Fig. 1: power grid
The bar under the picture is 50 um long. Pins as bars on the die edge.
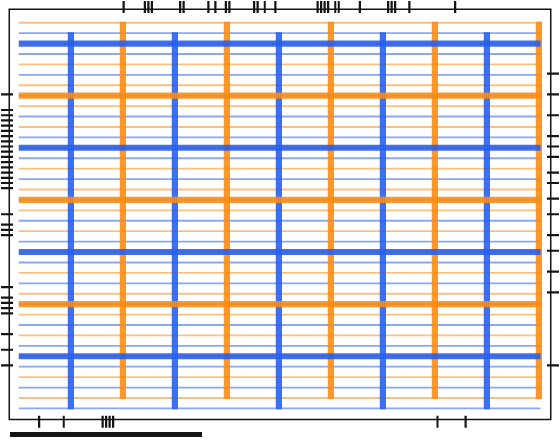
Fig. 2: cell classes on the final placement
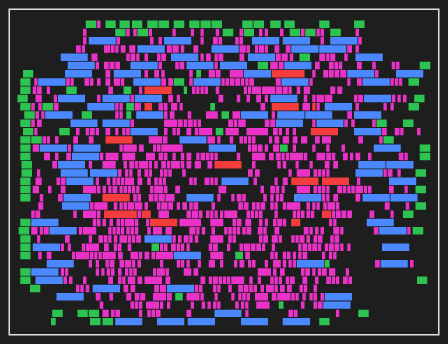
Fig. 3: routed clock nets over the placement
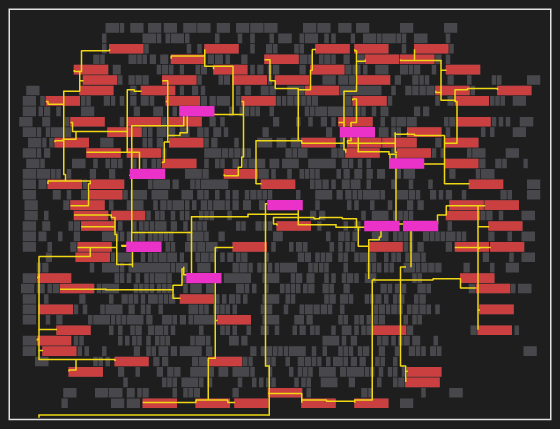
Fig. 4: wiring by layer
The bar under the picture is 50 um long.
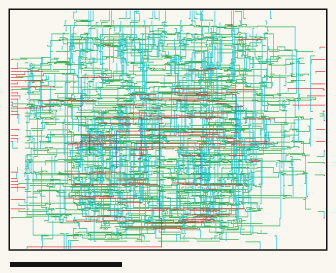
Fig. 5: routing congestion
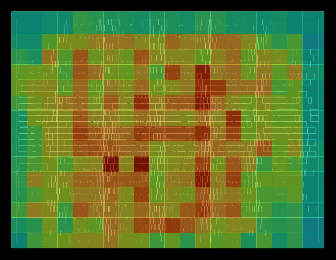
Design mult_div_seq, sky130hd; sources not shown.
==> results.py <==
# Physical implementation metrics
metrics = {
    "status": {
        "status": "complete, no violations",
    },
    "synthesis": {
        "top_cell_area_share_pct": 36.4,
        "netlist_instances": 929,
        "synthTopLogicFamily": "simple AND/OR/NAND/NOR gates",
        "post-synth-top-count-cell": "nand2_1",
    },
    "clock_tree": {
        "htreeDepth": 3,
        "post_cts_buffers": 0,
        "cts_tree": "yes",
    },
    "route": {
        "wl_met1_um": 9340,
        "drc": 0,
        "drtIter0Drc": 566,
    },
    "cells_and_area": {
        "non_clock_buffer_count": 92,
        "logic_area_um2": 3300,
    },
    "floorplanning": {
        "taps": 175,
    },
    "placed_design": {
        "gp_congestion": 0.942,
        "portBuffers": 77,
        "dp_hpwl_um": 13300,
    },
    "global_routing": {
        "track_usage_pct": 24.6,
        "grt-busiest-layer": "met1",
        "grt_max_degree": 47,
    },
    "critical_path": {
        "crit_cells": 12,
    },
}
Back to the opening pictures, Fig. 1:
Key: VDD = orange; VSS = blue
7 straps on met5. 10 straps on met4.
Die Y: 107 um
Die W: 141 um
VDD IR max: 0.511 mV
total core area: 13700 um2

Back to the opening pictures, Fig. 2:
Key: other buffers and delay cells = green [cells 92]; flip-flops = blue [cells 92]; all other logic = magenta [cells 806]; clock drivers and dummy loads = red [cells 16]
cell area after layout: 7580 um2
final core occ: 55.3%
cell row count: 37

Back to the opening pictures, Fig. 3:
Key: cells driving clock nets = magenta [count 9]; clock wires = yellow [length 1340 um]; flip-flops = red [count 92]
There are 10 routed clock nets. Position of the flops: all over the die.
clock share of power: 13.4%
Clock Skew: 0.00683 ns

Back to the opening pictures, Fig. 4:
Key: met1 = green [wire length 9340 um]; met4 = blue [wire length 160 um]; met3 = red [wire length 1470 um]; met2 = cyan [wire length 6710 um]
drt wl/cell: 15.0 um
via count: 6051

Back to the opening pictures, Fig. 5:
met3 Use GR: 4.06%
grt met1 use: 41.0%

stage by stage:
stage / util [%] / worst slack (ns) / std cells / instance area (um2) / hold WS (ns)
after global routing: 55.3 / 0.00517 / 1181 / 7580 / 0.502
after global placement: 53.2 / 0.296 / 1164 / 7300 / 0.310
final: 55.3 / 0.191 / 1181 / 7580 / 0.473
after detailed placement: 53.2 / 0.251 / 1164 / 7300 / 0.312
after CTS: 55.7 / 0.195 / 1181 / 7630 / 0.471
after floorplan: - / 0.147 / 929 / 6330 / -0.0356
power by group:
group	switching, uW	internal (uW)
logic	4260	2420
registers	597	2130
clock network	603	853
Power is estimated from default activity; no workload was simulated.
